Run 1, the metal 3 layer:
The bar under the picture is 20 µm long.
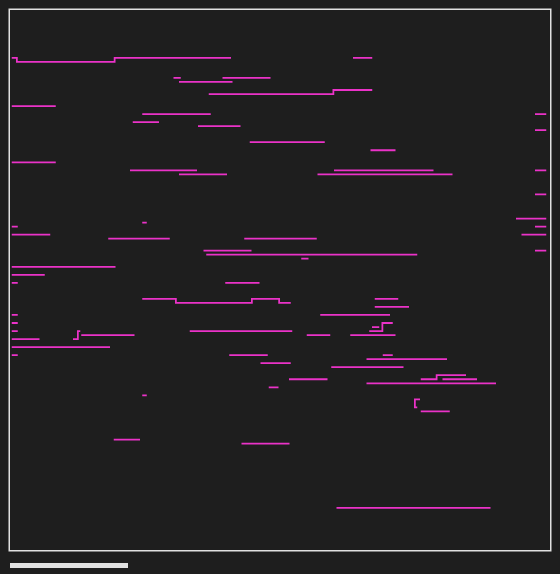
Run 1, clock wiring as the flow saved it:
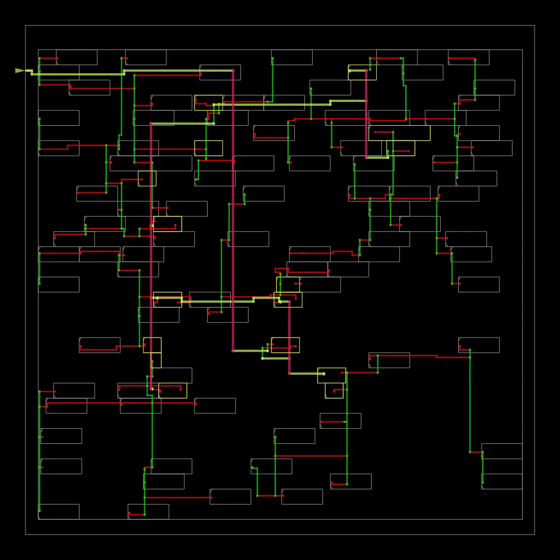
Run 1, routed metal per tile:
The bar under the picture is 20 µm long. The die is cut into 18 by 18 equal tiles; dark blue is low, red is high, scaled to the fullest tile. Values are wire area over tile area, all layers added.
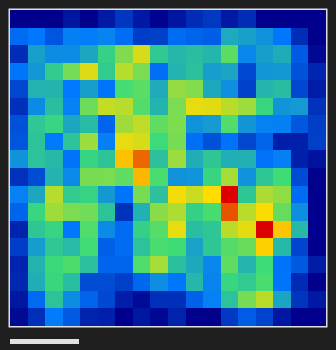
[config.mk]
export PLATFORM = sky130hd
export DESIGN_NAME = ws2812_rx_flat
export DESIGN_NICKNAME = d
export VERILOG_FILES = /design/src/rtl/ws2812_rx_pkg.sv /design/src/rtl/ws2812_rx_if.sv /design/src/rtl/ws2812_edge_sync.sv /design/src/rtl/ws2812_rx.sv /design/src/flat_wrapper.sv
export SDC_FILE = /design/constraint.sdc
export NUM_CORES = 1
export LEC_CHECK = 0
export CAP_MARGIN = 20
export CORE_MARGIN = 2
export CORE_UTILIZATION = 55
export DETAILED_ROUTE_END_ITERATION = 6
export GPL_TIMING_DRIVEN = 0
export PLACE_DENSITY = 0.73
export SLEW_MARGIN = 5
export SYNTH_ARGS = -nofsm -noshare
export SYNTH_HDL_FRONTEND = slang
export SYNTH_SLANG_ARGS = --single-unit
[constraint.sdc]
create_clock -name clk -period 8.15 [get_ports clk]
set_clock_uncertainty 0.05 [all_clocks]
set_input_delay 2.445 -clock clk [delete_from_list [all_inputs] [get_ports clk]]
set_output_delay 2.445 -clock clk [all_outputs]
set_load 0.01 [all_outputs]
[src/rtl/ws2812_rx_pkg.sv]
// ws2812_rx_pkg: WS2812 line timing shared by the receiver and transmitter,
// plus the receiver state encoding. No ports.
package ws2812_rx_pkg;

    localparam int WS_CLK_MHZ    = 48;
    localparam int WS_T0H        = 17;
    localparam int WS_T1H        = 34;
    localparam int WS_PERIOD     = 60;
    localparam int WS_RESET_CYC  = 2400;
    localparam int WS_MIN_HIGH   = 4;
    localparam int WS_BIT_THRESH = 26;
    localparam int WS_MAX_HIGH   = 60;
    localparam int WS_WORD_BITS  = 24;

    typedef enum logic [1:0] {
        ST_WAIT_GAP,
        ST_IDLE,
        ST_HIGH,
        ST_LOW
    } rx_state_e;

endpackage

[src/rtl/ws2812_rx_if.sv]
// ws2812_rx_if: decoded-word bundle of the WS2812 receiver.
// rgb_data/led_index with rgb_valid strobe, frame_done and err pulses.
interface ws2812_rx_if;
    import ws2812_rx_pkg::*;

    logic [WS_WORD_BITS-1:0] rgb_data;
    logic                    rgb_valid;
    logic [7:0]              led_index;
    logic                    frame_done;
    logic                    err;

    modport master (
        output rgb_data,
        output rgb_valid,
        output led_index,
        output frame_done,
        output err
    );

    modport slave (
        input rgb_data,
        input rgb_valid,
        input led_index,
        input frame_done,
        input err
    );

endinterface

[src/rtl/ws2812_edge_sync.sv]
// ws2812_edge_sync: 2-flop synchronizer for din plus edge detector.
// Ports: clk, reset (sync, active high), din -> level, rise, fall.
module ws2812_edge_sync (
    input  logic clk,
    input  logic reset,
    input  logic din,
    output logic level,
    output logic rise,
    output logic fall
);

    logic meta;
    logic sync;
    logic prev;

    always_ff @(posedge clk) begin
        if (reset) begin
            meta <= 1'b0;
            sync <= 1'b0;
            prev <= 1'b0;
        end else begin
            meta <= din;
            sync <= meta;
            prev <= sync;
        end
    end

    assign level = sync;
    assign rise  = sync & ~prev;
    assign fall  = ~sync & prev;

endmodule

[src/rtl/ws2812_rx.sv]
// ws2812_rx: WS2812 serial decoder; measures high widths into 24-bit words.
// Ports: clk, reset (sync, active high), din, rx (ws2812_rx_if.master).
module ws2812_rx
    import ws2812_rx_pkg::*;
#(
    parameter int CLK_MHZ    = WS_CLK_MHZ,
    parameter int MIN_HIGH   = WS_MIN_HIGH,
    parameter int BIT_THRESH = WS_BIT_THRESH,
    parameter int MAX_HIGH   = WS_MAX_HIGH,
    parameter int RESET_CYC  = WS_RESET_CYC
) (
    input  logic clk,
    input  logic reset,
    input  logic din,
    ws2812_rx_if.master rx
);

    localparam int CW = $clog2(RESET_CYC + 1);
    localparam int WB = WS_WORD_BITS;

    localparam logic [CW-1:0] GAP_CNT = CW'(RESET_CYC);
    localparam logic [CW-1:0] MIN_CNT = CW'(MIN_HIGH);
    localparam logic [CW-1:0] THR_CNT = CW'(BIT_THRESH);
    localparam logic [CW-1:0] OVR_CNT = CW'(MAX_HIGH + 1);
    localparam logic [CW-1:0] ONE_CNT = CW'(1);
    localparam logic [4:0]    LAST_BIT = 5'(WB - 1);

    if (CLK_MHZ < 1 || MIN_HIGH < 1 || BIT_THRESH <= MIN_HIGH ||
        MAX_HIGH < BIT_THRESH || RESET_CYC <= MAX_HIGH) begin : g_bad_param
        $error("ws2812_rx: inconsistent timing parameters");
    end

    logic level;
    logic rise;
    logic fall;

    ws2812_edge_sync u_sync (
        .clk   (clk),
        .reset (reset),
        .din   (din),
        .level (level),
        .rise  (rise),
        .fall  (fall)
    );

    rx_state_e     state,    state_n;
    logic [CW-1:0] cnt,      cnt_n;
    logic [4:0]    bit_cnt,  bit_cnt_n;
    logic [WB-1:0] shreg,    shreg_n;
    logic [WB-1:0] data_q,   data_n;
    logic          valid_q,  valid_n;
    logic [7:0]    idx_q,    idx_n;
    logic [7:0]    nidx_q,   nidx_n;
    logic          done_q,   done_n;
    logic          err_q,    err_n;

    logic [CW-1:0] cnt_inc;
    logic          bit_val;
    logic [WB-1:0] shifted;

    assign cnt_inc = (cnt == '1) ? cnt : cnt + ONE_CNT;
    assign bit_val = (cnt >= THR_CNT);
    assign shifted = {shreg[WB-2:0], bit_val};

    always_ff @(posedge clk) begin
        if (reset) begin
            state   <= ST_WAIT_GAP;
            cnt     <= '0;
            bit_cnt <= '0;
            shreg   <= '0;
            data_q  <= '0;
            valid_q <= 1'b0;
            idx_q   <= '0;
            nidx_q  <= '0;
            done_q  <= 1'b0;
            err_q   <= 1'b0;
        end else begin
            state   <= state_n;
            cnt     <= cnt_n;
            bit_cnt <= bit_cnt_n;
            shreg   <= shreg_n;
            data_q  <= data_n;
            valid_q <= valid_n;
            idx_q   <= idx_n;
            nidx_q  <= nidx_n;
            done_q  <= done_n;
            err_q   <= err_n;
        end
    end

    always_comb begin
        state_n   = state;
        cnt_n     = cnt;
        bit_cnt_n = bit_cnt;
        shreg_n   = shreg;
        data_n    = data_q;
        valid_n   = 1'b0;
        idx_n     = idx_q;
        nidx_n    = nidx_q;
        done_n    = 1'b0;
        err_n     = 1'b0;

        unique case (state)
            ST_WAIT_GAP: begin
                if (level) begin
                    cnt_n = '0;
                end else if (cnt_inc == GAP_CNT) begin
                    state_n   = ST_IDLE;
                    cnt_n     = '0;
                    bit_cnt_n = '0;
                    shreg_n   = '0;
                    idx_n     = '0;
                    nidx_n    = '0;
                end else begin
                    cnt_n = cnt_inc;
                end
            end

            ST_IDLE: begin
                if (rise) begin
                    state_n = ST_HIGH;
                    cnt_n   = ONE_CNT;
                end
            end

            ST_HIGH: begin
                if (fall) begin
                    // The falling-edge cycle is already the first low cycle.
                    cnt_n = ONE_CNT;
                    if (cnt < MIN_CNT) begin
                        err_n   = 1'b1;
                        state_n = ST_WAIT_GAP;
                    end else begin
                        state_n = ST_LOW;
                        shreg_n = shifted;
                        if (bit_cnt == LAST_BIT) begin
                            bit_cnt_n = '0;
                            data_n    = shifted;
                            valid_n   = 1'b1;
                            idx_n     = nidx_q;
                            nidx_n    = (nidx_q == 8'hFF) ? nidx_q
                                                          : nidx_q + 8'd1;
                        end else begin
                            bit_cnt_n = bit_cnt + 5'd1;
                        end
                    end
                end else if (cnt_inc == OVR_CNT) begin
                    err_n   = 1'b1;
                    state_n = ST_WAIT_GAP;
                    cnt_n   = '0;
                end else begin
                    cnt_n = cnt_inc;
                end
            end

            ST_LOW: begin
                if (rise) begin
                    state_n = ST_HIGH;
                    cnt_n   = ONE_CNT;
                end else if (cnt_inc == GAP_CNT) begin
                    state_n = ST_IDLE;
                    cnt_n   = '0;
                    // nidx_q is nonzero exactly when a word was emitted.
                    if (bit_cnt != '0) begin
                        err_n = 1'b1;
                    end else if (nidx_q != '0) begin
                        done_n = 1'b1;
                    end
                    bit_cnt_n = '0;
                    shreg_n   = '0;
                    idx_n     = '0;
                    nidx_n    = '0;
                end else begin
                    cnt_n = cnt_inc;
                end
            end

            default: begin
                state_n = ST_WAIT_GAP;
                cnt_n   = '0;
            end
        endcase
    end

    assign rx.rgb_data   = data_q;
    assign rx.rgb_valid  = valid_q;
    assign rx.led_index  = idx_q;
    assign rx.frame_done = done_q;
    assign rx.err        = err_q;

endmodule
[src/flat_wrapper.sv]
// flat-port wrapper written by rule: the top's interface ports become plain ports
module ws2812_rx_flat import ws2812_rx_pkg::*;
#(
    parameter int CLK_MHZ    = WS_CLK_MHZ,
    parameter int MIN_HIGH   = WS_MIN_HIGH,
    parameter int BIT_THRESH = WS_BIT_THRESH,
    parameter int MAX_HIGH   = WS_MAX_HIGH,
    parameter int RESET_CYC  = WS_RESET_CYC
)
  (clk, reset, din, rx_rgb_data, rx_rgb_valid, rx_led_index, rx_frame_done, rx_err);
  ws2812_rx_if rx_i ();
  input  logic clk;
  input  logic reset;
  input  logic din;
  output wire logic [$bits(rx_i.rgb_data)-1:0] rx_rgb_data;
  output wire logic [$bits(rx_i.rgb_valid)-1:0] rx_rgb_valid;
  output wire logic [$bits(rx_i.led_index)-1:0] rx_led_index;
  output wire logic [$bits(rx_i.frame_done)-1:0] rx_frame_done;
  output wire logic [$bits(rx_i.err)-1:0] rx_err;
  assign rx_rgb_data = rx_i.rgb_data;
  assign rx_rgb_valid = rx_i.rgb_valid;
  assign rx_led_index = rx_i.led_index;
  assign rx_frame_done = rx_i.frame_done;
  assign rx_err = rx_i.err;
  ws2812_rx #(.CLK_MHZ(CLK_MHZ), .MIN_HIGH(MIN_HIGH), .BIT_THRESH(BIT_THRESH), .MAX_HIGH(MAX_HIGH), .RESET_CYC(RESET_CYC)) u_core (.clk(clk), .reset(reset), .din(din), .rx(rx_i));
endmodule
==> summary.txt, run 1 <==
Flow results.

- Per the post-route antenna check, the number of violating nets is 0.
- Of the total power, the share spent switching nets is 23.87%.
- The power dissipated in combinational cells is 27.2 µW.
- The maximum fanout encountered on the critical timing path is 10.
- The number of unique standard cell types used by synthesis is 65.
- STA shows the worst min-delay path finishing at u_core.u_sync.level$_SDFF_PP0_.
- The run finished with clean final reports.
- The category of the critical setup timing path is in2reg.
- The synthesized-area fraction occupied by ao, oa, aoi and oai cells is about 20%.
- The standby leakage power is about 0.0016 µW.
- The area share of the largest cell type after synthesis is 41.93%.
- The starting density of the core is between 50% and 60%.
- The cell accounting for the most synthesized area is dfxtp_1.
- The critical path data required time is ~8.3 ns.
- The worst path uses 48.68% of the clock period.
- The worst ir drop on vdd is 0.0001078 V.
- Among all stages on the critical path, the largest delay is contributed by clkbuf_1.
- The Yosys step of the flow raised 0 warnings.
- Leaving out buffers and inverters, the combinational logic in the layout accounts for about 2200 µm².
- The portion of the post-synthesis area used by sequential elements is 41.93%.
- The cell count along the critical path is 5.
- The via count normalized by instance count is 5.780.
- The die extent in y is 91.40 µm.
- The number of placement rows is 31.
- For this run the top cell type by instance count after synthesis was nand2_1.
- The top-level port count is 38.
- Entering global routing, the biggest net connects 17 pins.
- By instance count after routing, the leading logic cell types are 93 x nand2_1, 88 x dfxtp_1, 78 x a21oi_1, 37 x clkdlybuf4s50_1, 35 x nand3_1.
- The post-synth area from yosys stat is 4202 µm².
- By instance count after routing, the leading logic cell type is nand2_1.
- The internal power summed over all cells is 595.2 µW.
- Looking at the clock tree report, the maximum root-to-sink buffer count equals 2.
- The synthesis report lists the most area-consuming cells as dfxtp_1 42%, a21oi_1 9.3%, nand2_1 8.3%, nand3_1 4.2%, nand2b_1 2.2%.
- TritonCTS built the clock tree.
- The number of warnings in the stage logs is 28.
- The instance count of the mapped netlist is 526.
- Of the total power, registers draw 55.4%.
- In the final layout, flip-flops and latches occupy 1762 µm².
- Setup repair after global routing left no endpoint under its margin.
- In this run, post-CTS hold repair placed 0 buffers.
- The max-slew headroom at the worst pin is roughly 49%.
- The global router reports that the layer with the highest usage is met2.
- After the first detailed-routing iteration, the DRC count stood at 248.
- Static timing analysis puts the maximum clock frequency at 252.0 MHz.
- The combinational power share is 3.5%.
Notes on 'the metal 3 layer' above:
nets with wire on the layer	58
longest straight run	35.4 µm
routed via count: 3919
met3 track demand over resource: 4.979%
wirelength, routed: 10500 µm

Notes on 'clock wiring as the flow saved it' above:
CTS Buf Count: 9
clock sink total: 88
flip-flop and latch count: 88

Notes on 'routed metal per tile' above:
nearly empty tiles	7.1%
fullest tile	0.59
mean over tiles	0.20
Routed wire per std cell: 15.48 µm
aggregate global-route resource usage: 26.50%

run 1: cells by family (layout without fill, tap and decap cells):
family	count (synthesis)	in the layout
buf+inv	49	102
fa+ha+maj	5	5
flops	88	88
mux	5	5
simple gates	236	236
xor+xnor	2	2
compound gates	141	141
run 1: flip-flops by register name, summed over array words and instances, names as in the netlist:
name,cells
u_core.rx.rgb_data,24
u_core.shreg,23
u_core.cnt,12
u_core.nidx_q,8
u_core.rx.led_index,8
u_core.bit_cnt,5
u_core.state,2
u_core.rx.err,1
u_core.rx.frame_done,1
u_core.rx.rgb_valid,1
u_core.u_sync.level,1
u_core.u_sync.meta,1
u_core.u_sync.prev,1
run 1: per-layer routing:
| layer | share of wire, % | vias up | wire length [µm] |
|---|---|---|---|
| met5 | 0 | - | 0 |
| met4 | 1.2 | 0 | 126 |
| met3 | 5.3 | 12 | 559 |
| met2 | 48 | 118 | 5030 |
| met1 | 46 | 1832 | 4782 |
| li1 | - | 1957 | - |
run 1: per-stage QoR:
step / setup slack (ns) / cells / instance area [µm²] / power, µW
global route: 4.069 / 678 / 4906 / 806.7
finish: 4.182 / 678 / 4906 / 781.9
floorplan: 4.752 / 526 / 4202 / 462.6
detailed placement: 3.805 / 662 / 4696 / 470.5
CTS: 4.198 / 678 / 4906 / 788.0
global placement: 3.832 / 662 / 4696 / 470.1
run 1: cell type report:
cell class	instances	share of cell area, %
Clock buffer	10	2.805
Clock inverter	6	1.479
Tap cell	99	2.525
Timing Repair Buffer	37	7.549
Buffer	40	3.826
Inverter	9	0.6886
Sequential cell	88	35.91
Multi-Input combinational cell	389	45.22
==> inputs of run 2 (changes only) <==
Clock period 8.15 ns to 3.7 ns, I/O delays scaled along.
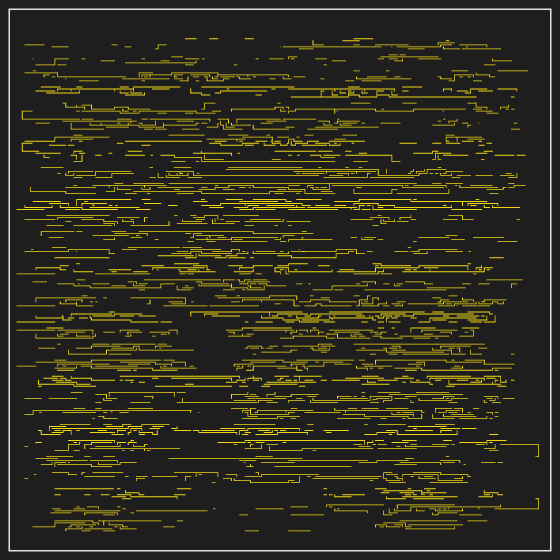
Run 2: metal 1
longest straight run	41.9 µm
main direction	horizontal
share of all routed wire	46%
wire length on this layer	4780 µm
nets with wire on the layer	543
Global Route met1 Usage: 34.87%

==> run 2 against run 1 <==
Hold slack is the same; global-route usage unchanged; sequential power increased by 120%; sequential share of layout area stayed put; synthesized cell count unchanged; design area is the same; non-clock buffer count is the same; wire length stayed put; sequential cell count did not move; critical endpoint is now u_core.rx.led_index[2]$_SDFFE_PP0P_; largest cell class unchanged.
==> summary.txt, run 2 <==
Flow results.

- The post-synth area from yosys stat is 4202 µm².
- The instance count of the mapped netlist is about 530.
- The global router reports that the layer with the highest usage is met2.
- The worst ir drop on vdd is between 0.0002 and 0.00025 V.
- The post-detailed-placement cell area is 4696 µm².
- In the setup report, the worst path falls into the class reg2reg.
- The die extent in y is ~91 µm.
- The run finished with clean final reports.
- The via count normalized by instance count is 5.780.
- The top-level port count is 38.
- Sequential elements use 41.93% of the synthesized area.
- Setup repair after global routing left no endpoint under its margin.
- The clock tree from TritonCTS is built.
- The remaining antenna violation count is 0.
- Routed signal wires occupy layers up through met4.
- The max-slew headroom at the worst pin is 49.36%.
- For this sky-water flow run, the detailed-routed wirelength per cell is reported as 15.48 µm.
- The final layout contains routed wiring with a total length of 10500 µm.
- The sequential cell area in the final layout is 1762 µm².
- Yosys mapped the design onto 65 distinct sky130hd cell types.
- The post-cts hold buffer count is 0.
- The synthesized-area fraction occupied by ao, oa, aoi and oai cells is between 20% and 30%.
- The sum of routed wire segments on met1 is 4782 µm.
- The clock buffer count from CTS is 9.
- The number of placement rows is 31.
- The highest-count logic cell in the final layout is nand2_1.
- The clock passes through at most 2 buffers.
- The detailed router reports a met2 wire length of 5030 µm.
- The detailed router placed 3919 vias in this run.
- The critical path data required time is 3.87 ns.
- The area taken by multi-input combinational cells is reported as roughly 2200 µm².
- In the global route stage, overall resource usage came out at between 20% and 30%.
- Post-route period utilization is reported as 86.30%.
- Looking at area per cell type in the netlist, the leader is dfxtp_1.
- Entering global routing, the biggest net connects 17 pins.
- The analysis attributes to cell leakage a power of 0.001593 µW.
## run 2: cell counts in the layout (fill, tap and decap cells not counted)
Identical to the previous run, type by type.
## run 2: power by group
part,internal (µW),switching [µW],total (µW)
sequential,950,4.67,955
clock,340,367,708
combinational,20.7,39.2,59.9
## run 2: area by class of cell
cell class,count,area share (%)
sequential,88,35.91
inverter,9,0.6886
buffer,40,3.826
clock inverter,6,1.479
timing repair buffer,37,7.549
multi-input combinational,389,45.22
clock buffer,10,2.805
tap,99,2.525
## run 2: critical path, cell delays in order (launching register included)
cell	delay [ns]
dfxtp_1	0.53
ha_1	0.21
buf_4	0.16
nand4_4	0.18
or3_4	0.48
a221oi_2	0.26
and2b_1	0.18
buf_6	0.15
nand3_2	0.15
a21boi_1	0.50
o21ai_0	0.21
## run 2: stage by stage
step	utilization (%)	cells	power [µW]	setup WS, ns
2_1_floorplan	-	526	1019	1.044
4_1_cts	66.92	678	1736	0.5018
5_1_grt	66.92	678	1777	0.3058
3_5_place_dp	64.06	662	1036	0.5346
3_3_place_gp	64.06	662	1036	0.5623
6_report	66.92	678	1722	0.5068
## run 2: final timing paths
path / from / to / slack, ns / cells after the start
max: u_core.cnt[0]$_SDFFE_PP0P_ / u_core.rx.led_index[2]$_SDFFE_PP0P_ / 0.51 / 10
min: u_core.u_sync.meta$_SDFF_PP0_ / u_core.u_sync.level$_SDFF_PP0_ / 0.41 / 1
max reg2reg: u_core.cnt[0]$_SDFFE_PP0P_ / u_core.rx.led_index[2]$_SDFFE_PP0P_ / 0.51 / 10
min reg2reg: u_core.u_sync.meta$_SDFF_PP0_ / u_core.u_sync.level$_SDFF_PP0_ / 0.41 / 1
## run 2: cells by family after synthesis
kind of cell | Yosys count
buf+inv | 49
compound gates | 141
simple gates | 236
xor+xnor | 2
fa+ha+maj | 5
flops | 88
mux | 5
==> inputs of run 3 (changes only) <==
Settings changed: SKIP_LAST_GASP set to 1.
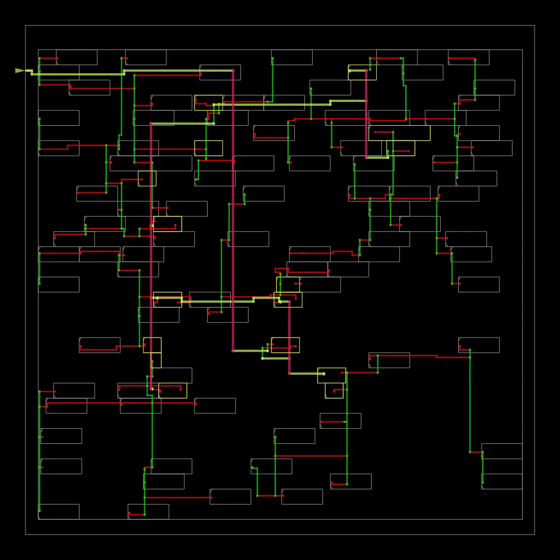
Run 3: clock wiring as the flow saved it
Clock Latency Late Sink: 0.37 ns
final-layout clock buffer total: 10
reported clock group power: 708 µW

==> run 3 against run 2 <==
Total power unchanged; wire length stayed put; fmax is the same; combinational power hardly changed; count of clock-buffer cells in the layout did not move; non-clock buffer count stayed put; first-iteration DRC count unchanged; largest power group unchanged.
==> summary.txt, run 3 <==
Flow results.

- In the per-layer breakdown of the detailed-route log, met1 shows 4782 µm.
- Per the timing report, the biggest fanout along the worst path comes to 9.
- TritonCTS built the clock tree.
- The final period utilization is 86.30%.
- The instance count of the mapped netlist is 526.
- The cell accounting for the most synthesized area is dfxtp_1.
- Counting only logic cells after layout, the most numerous master is nand2_1.
- Across all layers, the routed design uses 3919 vias.
- Using the TritonRoute via totals, the vias-per-cell ratio works out to ~5.8.
- By instance count after routing, the leading logic cell types are 93 x nand2_1, 88 x dfxtp_1, 78 x a21oi_1, 37 x clkdlybuf4s50_1, 35 x nand3_1.
- The amount of wire on met2 after detailed routing is 5030 µm.
- The script logs the mean routed wire length per placed instance as 15.48 µm.
- The layer with the highest usage after global routing is met2.
- The vertical die dimension reported for this design is approximately 90 µm.
- For this configuration, the core starts out at a cell density of 57.31%.
- The report lists the number of standard-cell rows as 31.
- Entering global routing, the biggest net connects 17 pins.
- The post-place setup slack is about 0.53 ns.
- The overall die width is ~90 µm.
- In the Yosys stats the netlist draws on 65 distinct library cells.
- For this run the top cell type by instance count after synthesis was nand2_1.
- The post-cts hold buffer count is 0.
- By area the synthesized netlist is led by dfxtp_1 42%, a21oi_1 9.3%, nand2_1 8.3%, nand3_1 4.2%, nand2b_1 2.2%.
- In the CTS report, the clock slew at the register clock pins of the worst setup and hold paths is listed as 0.09 ns.
- The number of gates resized after CTS was 0.
- The number of warnings reported in the stage logs is 28.
- The number of flip-flops under the largest register name is 24.
- The top metal layer carrying routed signals is met4.
- The register-to-register path setup slack is approximately 0.51 ns.
- The clock net in this run drives a total of about 88 sinks.
- The DRC marker count from the first detailed-route iteration is 248.
- According to the Yosys statistics, the synthesized design has a chip area of about 4200 µm².
- The overall routed net length is 10500 µm.
- TritonCTS created 9 clock buffers.
- The detailed route wirelength on metal3 is 559 µm.
- Global routing used 34.87% of the available met1 tracks.
- The critical path is of the reg2reg type.
- The area share of the largest cell type after synthesis is 41.93%.
- The met3 track demand over resource is between 4 and 5%.
- The final timing report gives a worst setup slack of 0.5068 ns.
- The flow ran to the end, and the final reports show no timing, DRC or antenna violations.
- Sequential cells were found to cover between 40% and 50% of the synthesized design area.
- Setup repair after global routing left no endpoint under its margin.
- The max-slew headroom at the worst pin is 49.36%.
- For reference, compound AND-OR and OR-AND cells occupy 20.43% of the area reported after synthesis.
- The worst ir drop on vdd is 0.0002374 V.
run 3: cell counts in the layout (fill, tap and decap cells not counted):
No cell type changed its count.
run 3: final timing paths:
check | to | start | depth (start not counted)
max | u_core.rx.led_index[2]$_SDFFE_PP0P_ | u_core.cnt[0]$_SDFFE_PP0P_ | 10
min reg2reg | u_core.u_sync.level$_SDFF_PP0_ | u_core.u_sync.meta$_SDFF_PP0_ | 1
min | u_core.u_sync.level$_SDFF_PP0_ | u_core.u_sync.meta$_SDFF_PP0_ | 1
max reg2reg | u_core.rx.led_index[2]$_SDFFE_PP0P_ | u_core.cnt[0]$_SDFFE_PP0P_ | 10
run 3: where the power goes:
part           total [µW]  leakage (µW)  switching [µW]  internal (µW)
Sequential            955      0.000709            4.67            950
Combinational        59.9      0.000774            39.2           20.7
Clock                 708      0.000109             367            340
run 3: worst max-delay path, cell delays in order (launching register included):
cell and delay, ns:
dfxtp_1 0.53, ha_1 0.21, buf_4 0.16, nand4_4 0.18, or3_4 0.48, a221oi_2 0.26, and2b_1 0.18, buf_6 0.15
nand3_2 0.15, a21boi_1 0.50, o21ai_0 0.21
run 3: stage by stage:
step | instance area, µm² | power [µW] | std cells | hold WS (ns) | util (%)
global route | 4906 | 1777 | 678 | 0.4217 | 66.92
CTS | 4906 | 1736 | 678 | 0.4107 | 66.92
global placement | 4696 | 1036 | 662 | 0.3791 | 64.06
floorplan | 4202 | 1019 | 526 | 0.3638 | -
finish | 4906 | 1722 | 678 | 0.4071 | 66.92
detailed placement | 4696 | 1036 | 662 | 0.3971 | 64.06
run 3: area by class of cell:
cell class              count  area [µm²]
clock buffers              10       137.6
plain buffers              40       187.7
multi-input cells         389        2218
clock inverters             6       72.57
flip-flops and latches     88        1762
repair buffers             37       370.4
fillers                   627        2425
inverters                   9       33.78
well taps                  99       123.9
Power figures rest on the tool's default switching activity, not on a simulated workload.
